Routing congestion map:
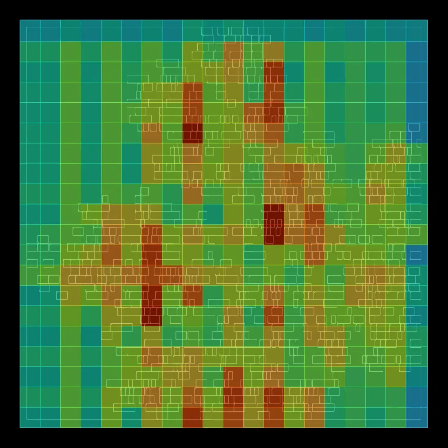
Gate families picked out:
Drawn at 3 px/µm.
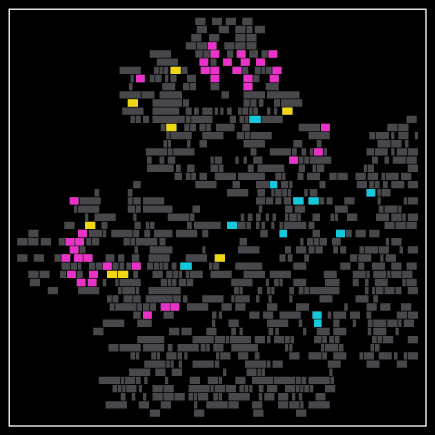
$ cat config.mk
export PLATFORM = sky130hd
export DESIGN_NAME = batcharger_ctrl_fsm
export DESIGN_NICKNAME = d
export VERILOG_FILES = /design/src/rtl/batcharger_pkg.sv /design/src/rtl/batcharger_sat_timer.sv /design/src/rtl/batcharger_ctrl_fsm.sv
export SDC_FILE = /design/constraint.sdc
export NUM_CORES = 1
export LEC_CHECK = 0
export CAP_MARGIN = 20
export CORE_MARGIN = 2
export CORE_UTILIZATION = 25
export CTS_CLUSTER_SIZE = 40
export DETAILED_ROUTE_END_ITERATION = 8
export PLACE_DENSITY = 0.52
export SKIP_LAST_GASP = 1
export SYNTH_ARGS = -nofsm -noshare
export SYNTH_HDL_FRONTEND = slang
export SYNTH_HIERARCHICAL = 1
export SYNTH_SLANG_ARGS = --single-unit
$ cat constraint.sdc
create_clock -name clk -period 9.54 [get_ports clk]
set_input_delay 1.908 -clock clk [delete_from_list [all_inputs] [get_ports clk]]
set_output_delay 1.908 -clock clk [all_outputs]
set_load 0.02 [all_outputs]
$ cat src/rtl/batcharger_pkg.sv
// Shared definitions for the battery-charger control FSM.
// - state_t: 3-bit state encoding. It is also exported on the debug "state" port.
// - Default threshold codes for a single Li-ion cell. The scaling is 51 codes/V,
//   and 255 = 1C for current.
// - DEB_DEFAULT: default debounce length in cycles.
package batcharger_pkg;

    typedef enum logic [2:0] {
        ST_IDLE  = 3'd0,
        ST_TC    = 3'd1,
        ST_CC    = 3'd2,
        ST_CV    = 3'd3,
        ST_DONE  = 3'd4,
        ST_FAULT = 3'd5
    } state_t;

    localparam logic [7:0] VCUTOFF_3V0 = 8'd153;
    localparam logic [7:0] VPRESET_3V5 = 8'd178;
    localparam logic [7:0] VCV_3V7     = 8'd188;
    localparam logic [7:0] IEND_C20    = 8'd13;

    localparam int DEB_DEFAULT = 4;

    // True for the states in which the power stage is actively charging.
    function automatic logic is_charging(state_t s);
        return (s == ST_TC) || (s == ST_CC) || (s == ST_CV);
    endfunction

endpackage

$ cat src/rtl/batcharger_sat_timer.sv
// TW-bit saturating cycle counter with a terminal compare.
// Ports:
//   clk, rst   : clock and synchronous active-high reset.
//   clr        : clear the count. Clear has priority over inc.
//   inc        : increment the count. The count holds at all-ones.
//   limit      : terminal value. A limit of 0 means the counter never hits.
//   hit        : high while count == limit and limit != 0.
module batcharger_sat_timer #(
    parameter int TW = 16
) (
    input  logic          clk,
    input  logic          rst,
    input  logic          clr,
    input  logic          inc,
    input  logic [TW-1:0] limit,
    output logic          hit
);

    logic [TW-1:0] count;

    always_ff @(posedge clk) begin
        if (rst || clr)
            count <= '0;
        else if (inc && (count != {TW{1'b1}}))
            count <= count + 1'b1;
    end

    assign hit = (limit != '0) && (count == limit);

endmodule

$ cat src/rtl/batcharger_ctrl_fsm.sv
// Charge sequencer for the battery-charger power stage.
// It runs the sequence IDLE -> TC -> CC -> CV -> DONE, with recharge from DONE
// back to CC. It also applies exit debounce, a total-charge timeout, a CV-phase
// timeout and a temperature interlock.
// Ports:
//   clk, rst                   : clock and synchronous active-high reset.
//   en                         : charger enable. Low forces IDLE from any state.
//   tempok                     : battery temperature is within limits.
//   vbat, ibat                 : battery voltage and current ADC codes.
//   vcutoff, vpreset, iend     : TC->CC threshold, recharge threshold and CV
//                                termination current.
//   tmax, tcvmax               : total and CV-phase timeouts in cycles.
//                                A value of 0 disables the timeout.
//   icc_cfg, itc_cfg, vcv_cfg  : requested codes. They are latched in IDLE.
//   cc, tc, cv, pwr_en         : power-stage mode controls (Moore outputs).
//   icc, itc, vcv              : latched codes driven to the power stage.
//   done, fault, state         : status outputs and debug state.
module batcharger_ctrl_fsm
    import batcharger_pkg::*;
#(
    parameter int DEB = DEB_DEFAULT,
    parameter int TW  = 16
) (
    input  logic          clk,
    input  logic          rst,
    input  logic          en,
    input  logic          tempok,
    input  logic [7:0]    vbat,
    input  logic [7:0]    ibat,
    input  logic [7:0]    vcutoff,
    input  logic [7:0]    vpreset,
    input  logic [7:0]    iend,
    input  logic [TW-1:0] tmax,
    input  logic [TW-1:0] tcvmax,
    input  logic [7:0]    icc_cfg,
    input  logic [7:0]    itc_cfg,
    input  logic [7:0]    vcv_cfg,
    output logic          cc,
    output logic          tc,
    output logic          cv,
    output logic          pwr_en,
    output logic [7:0]    icc,
    output logic [7:0]    itc,
    output logic [7:0]    vcv,
    output logic          done,
    output logic          fault,
    output logic [2:0]    state
);

    localparam logic [3:0] DEB_LAST = 4'(DEB - 1);

    state_t     state_q, nxt;
    logic [3:0] deb_cnt, deb_nxt;
    logic       cond, qual, latch_en;
    logic       chg_q, chg_n;
    logic       tot_hit, cv_hit;

    assign chg_q = is_charging(state_q);
    assign chg_n = is_charging(nxt);

    // Exit condition of the current state. The debounce counter tracks it.
    always_comb begin
        cond = 1'b0;
        case (state_q)
            ST_TC:   cond = (vbat >= vcutoff);
            ST_CC:   cond = (vbat >= vcv);
            ST_CV:   cond = (ibat <= iend);
            ST_DONE: cond = (vbat <  vpreset);
            default: cond = 1'b0;
        endcase
    end

    // Fire on the edge where the count would reach DEB.
    assign qual = cond && (deb_cnt == DEB_LAST);

    always_comb begin
        nxt      = state_q;
        latch_en = 1'b0;
        if (!en)
            nxt = ST_IDLE;
        else if (chg_q && tot_hit)
            nxt = ST_FAULT;
        else if (chg_q && !tempok)
            nxt = ST_IDLE;
        else begin
            case (state_q)
                ST_IDLE: begin
                    if (tempok) begin
                        latch_en = 1'b1;
                        if (vbat < vcutoff)      nxt = ST_TC;
                        else if (vbat < vpreset) nxt = ST_CC;
                        else                     nxt = ST_DONE;
                    end
                end
                ST_TC:    if (qual) nxt = ST_CC;
                ST_CC:    if (qual) nxt = ST_CV;
                ST_CV:    if (cv_hit || qual) nxt = ST_DONE;
                ST_DONE:  if (qual) nxt = ST_CC;
                ST_FAULT: nxt = ST_FAULT;
                default:  nxt = ST_IDLE;
            endcase
        end

        // A state change clears the count, and so does a false condition.
        deb_nxt = '0;
        if ((nxt == state_q) && cond)
            deb_nxt = deb_cnt + 1'b1;
    end

    always_ff @(posedge clk) begin
        if (rst) begin
            state_q <= ST_IDLE;
            deb_cnt <= '0;
        end else begin
            state_q <= nxt;
            deb_cnt <= deb_nxt;
        end
    end

    // The codes are captured only while leaving IDLE. They hold through DONE
    // and recharge.
    always_ff @(posedge clk) begin
        if (rst) begin
            icc <= '0;
            itc <= '0;
            vcv <= '0;
        end else if (latch_en) begin
            icc <= icc_cfg;
            itc <= itc_cfg;
            vcv <= vcv_cfg;
        end
    end

    // Both timers are driven from the next state. A timer value therefore counts
    // the cycles spent in the phase, including the current cycle. A hit on
    // cycle N then moves the state on edge N.
    batcharger_sat_timer #(.TW(TW)) u_tot_timer (
        .clk   (clk),
        .rst   (rst),
        .clr   (!chg_n),
        .inc   (chg_n),
        .limit (tmax),
        .hit   (tot_hit)
    );

    batcharger_sat_timer #(.TW(TW)) u_cv_timer (
        .clk   (clk),
        .rst   (rst),
        .clr   (nxt != ST_CV),
        .inc   (nxt == ST_CV),
        .limit (tcvmax),
        .hit   (cv_hit)
    );

    assign tc     = (state_q == ST_TC);
    assign cc     = (state_q == ST_CC);
    assign cv     = (state_q == ST_CV);
    assign pwr_en = chg_q;
    assign done   = (state_q == ST_DONE);
    assign fault  = (state_q == ST_FAULT);
    assign state  = state_q;

endmodule

==> results.yml <==
# flow metrics
synth:
  floorplan.nets: 695
  flop_cell: "sky130_fd_sc_hd__dfxtp_1"
  postSynthCellCount: 561
  topCombFamilyByArea: "simple AND/OR/NAND/NOR gates"
  synth_cell_type_count: 60
  synth-edff-count: 0
  post_synthesis_adder_cell_area_fraction_pct: 9.42
  post_synth_ao_oa_area_fraction_pct: 17.4
  muxShareOfSynthArea_pct: 1.77
  synth-simple-area-share_pct: 30.4
  avgSynthCellArea_um2: 8.05
  ys.flops: 63
  syn-cell-area_mm2: 0.00452
  ys.warnings.count: 6
  synth.cellmix.xorXnorShare_pct: 7.17
  yosys.stat.chipArea_mm2: 0.00452
  post_synthesis_sequential_area_ratio_pct: 27.9
routing:
  detailedRoute.firstIterationViolations: 398
  antenna_violating_nets_left: 0
  routed_wl_um: 13300
  post_drt_via_cell_ratio: 4.95
  detail_route.first_pass.iterations: 4
  wl_per_cell_um: 14.5
  total_via_count_after_detailed_routing: 4537
placed_design:
  hpwlAfterDp_um: 10600
  placed_cells_incl_taps: 900
  port_buffers: 132
  placed_cell_area_mm2: 0.00599
  dpl_worst_slack_ps: 3240
  final_weighted_congestion_in_routability_driven_placement: 0.842
die:
  die_w_um: 138
  top_level_ports: 133
  die_area_mm2: 0.0192
  fp.coreArea_mm2: 0.0178
  core.rowCount: 49
  floorplanUtilization_pct: 25.3
job:
  openroad.warnings: 26
  maxCapViolations: 0
clock_network:
  worst_setup_hold_path_clk_slew_ps: 60
  clock_tree_from_tritoncts: "done"
  cts_resized: 0
  root_buffer: "sky130_fd_sc_hd__clkbuf_16"
  cts_inserted_buffers: 9
  worst_skew_pair.late_latency_ps: 330
  clkSinkCount: 63
  htreeDepth: 3
timing:
  clock_skew_ps: 6.72
  achievable_clock_frequency_mhz: 167
  final-max-slew-violation-count: 0
  period_minus_slack_ps: 5990
  tns_ps: 0
  hold-worst-slack_ps: 452
  hold_violations: 0
  tightest_pin_transition_ps: 1010
layout:
  postLayoutCoreUtil_pct: 35.6
  layout_top_cells_excl_fill_tap: "132 x sky130_fd_sc_hd__clkdlybuf4s50_1, 80 x sky130_fd_sc_hd__nand2_1, 63 x sky130_fd_sc_hd__dfxtp_1"
  antenna_cells: 0
  area_growth_syn_to_layout_pct: 40.6
  layout-drive-gt1-share_pct: 7.71
  post-route-cell-area_mm2: 0.00635
worst_setup_path:
  critical_path_required_ps: 9800
  timing.critical_path.to_type: "flip-flop"
  timing.critical_path.fanout_max: 6
  worstPathCellList: "clkdlybuf4s50_1 -> ha_1 -> nor2b_1 -> o211ai_1 -> a31o_2 -> o211ai_2 -> a211oi_1 -> o21bai_1 -> nand2_1 -> a211oi_1 -> and2_0 -> nand2_1 -> or3_1 -> a21oi_1"
  reg2reg_slack_ps: 5370
  timing.critical_path.from_type: "primary input"
  crit_slowest_cell: "sky130_fd_sc_hd__a211oi_1"
  setup.worst_path.class: "in2reg"
  worst_ep_arrival_time_ps: 6250
  crit_path_max_incr_delay_ps: 860
grt:
  wire_length_of_the_first_global_routing_pass_um: 22500
  grt_overflow: 0
  grt_antenna_before_repair: 0
  grt_start_max_net_pins: 35
pwr:
  p_int_uw: 619
  power.share.switching_pct: 24.1
  fin_total_pwr_uw: 816
  cellPowerDensity_mw_per_mm2: 128
  dominant_power_group: "the clock network"
  leakagePower_nw: 2.47
  pwr-share-clk_pct: 47.7
  pwr.group.combinational_uw: 151
  vdd_ir_drop_max_v: 0.0000799
  net-switching-power_uw: 197
  pwr.group.sequential_uw: 275
  pg_clk_uw: 389
outcome:
  outcome: "finished, final reports clean"
-- 'routing congestion map' (at the start) --
global routing usage on met2: 22.5%
global routing met3 resource utilization: 2.70%
GRT busiest layer: met2
overall track demand over capacity in global routing: 13.9%

-- 'gate families picked out' (at the start) --
| colour | family | cells |
|---|---|---|
| yellow | multiplexers | 8 |
| cyan | AND-OR and OR-AND gates | 11 |
| magenta | XOR/XNOR gates | 37 |
Comb/total area: 47.1%
most numerous logic cell after layout: sky130_fd_sc_hd__clkdlybuf4s50_1
count of placed standard cells in the final layout, fillers left out: 916

==> state kept, by name (all words and copies together), names as in the netlist <==
register	cells
deb_cnt	4
state	3
icc	8
u_tot_timer/count	16
itc	8
u_cv_timer/count	16
vcv	8
==> final timing paths <==
check / from / to / cells past startpoint
max: vbat[1] / u_tot_timer/count[14] / 14
min: icc[0] / icc[0] / 2
max reg2reg: state[2] / u_tot_timer/count[14] / 12
min reg2reg: icc[0] / icc[0] / 2
==> cell usage after synthesis, types with 3 or more instances <==
library cell / instances / area share, %
sky130_fd_sc_hd__a211oi_1: 3 / 0.50
sky130_fd_sc_hd__a21oi_1: 55 / 6.1
sky130_fd_sc_hd__a31oi_1: 5 / 0.69
sky130_fd_sc_hd__and2_2: 4 / 0.66
sky130_fd_sc_hd__and3_1: 7 / 0.97
sky130_fd_sc_hd__and3_2: 3 / 0.50
sky130_fd_sc_hd__and4_1: 7 / 1.4
sky130_fd_sc_hd__buf_2: 6 / 0.66
sky130_fd_sc_hd__buf_4: 4 / 0.66
sky130_fd_sc_hd__buf_6: 4 / 1.0
sky130_fd_sc_hd__clkbuf_1: 8 / 0.66
sky130_fd_sc_hd__dfxtp_1: 63 / 28
sky130_fd_sc_hd__ha_1: 34 / 9.4
sky130_fd_sc_hd__inv_1: 34 / 2.8
sky130_fd_sc_hd__mux2i_1: 8 / 1.8
sky130_fd_sc_hd__nand2_1: 80 / 6.6
sky130_fd_sc_hd__nand2b_1: 4 / 0.55
sky130_fd_sc_hd__nand3_1: 13 / 1.4
sky130_fd_sc_hd__nand4_1: 17 / 2.4
sky130_fd_sc_hd__nand4_2: 4 / 1.1
sky130_fd_sc_hd__nor2_1: 30 / 2.5
sky130_fd_sc_hd__nor2b_1: 4 / 0.55
sky130_fd_sc_hd__nor3_1: 11 / 1.2
sky130_fd_sc_hd__nor3b_1: 4 / 0.66
sky130_fd_sc_hd__nor4_1: 19 / 2.6
sky130_fd_sc_hd__o21ai_0: 21 / 2.3
sky130_fd_sc_hd__o31ai_1: 9 / 1.5
sky130_fd_sc_hd__or2_2: 3 / 0.42
sky130_fd_sc_hd__or3_1: 9 / 1.2
sky130_fd_sc_hd__or3_2: 5 / 0.83
sky130_fd_sc_hd__or4_1: 7 / 1.2
sky130_fd_sc_hd__xor2_1: 35 / 6.8
==> layer usage <==
layer  track usage [%]  wire, µm
met4              3.92       134
met2              22.5      6100
met5                 0         0
met1              18.9      6390
met3              2.70       703
==> cell type report <==
type | count | area [µm²]
fill | 1816 | 11500
multi-input combinational | 441 | 2990
timing repair buffer | 133 | 1330
sequential | 63 | 1260
tap | 229 | 287
clock buffer | 11 | 253
inverter | 34 | 128
clock inverter | 5 | 104
==> critical path: cells and delay by family <==
kind                     cells  cell delay [ps]
AND-OR/OR-AND                7             2310
adder cells (fa/ha/maj)      1              340
buffers and inverters        1              490
AND/OR/NAND/NOR              5             1190
Power figures rest on the tool's default switching activity, not on a simulated workload.
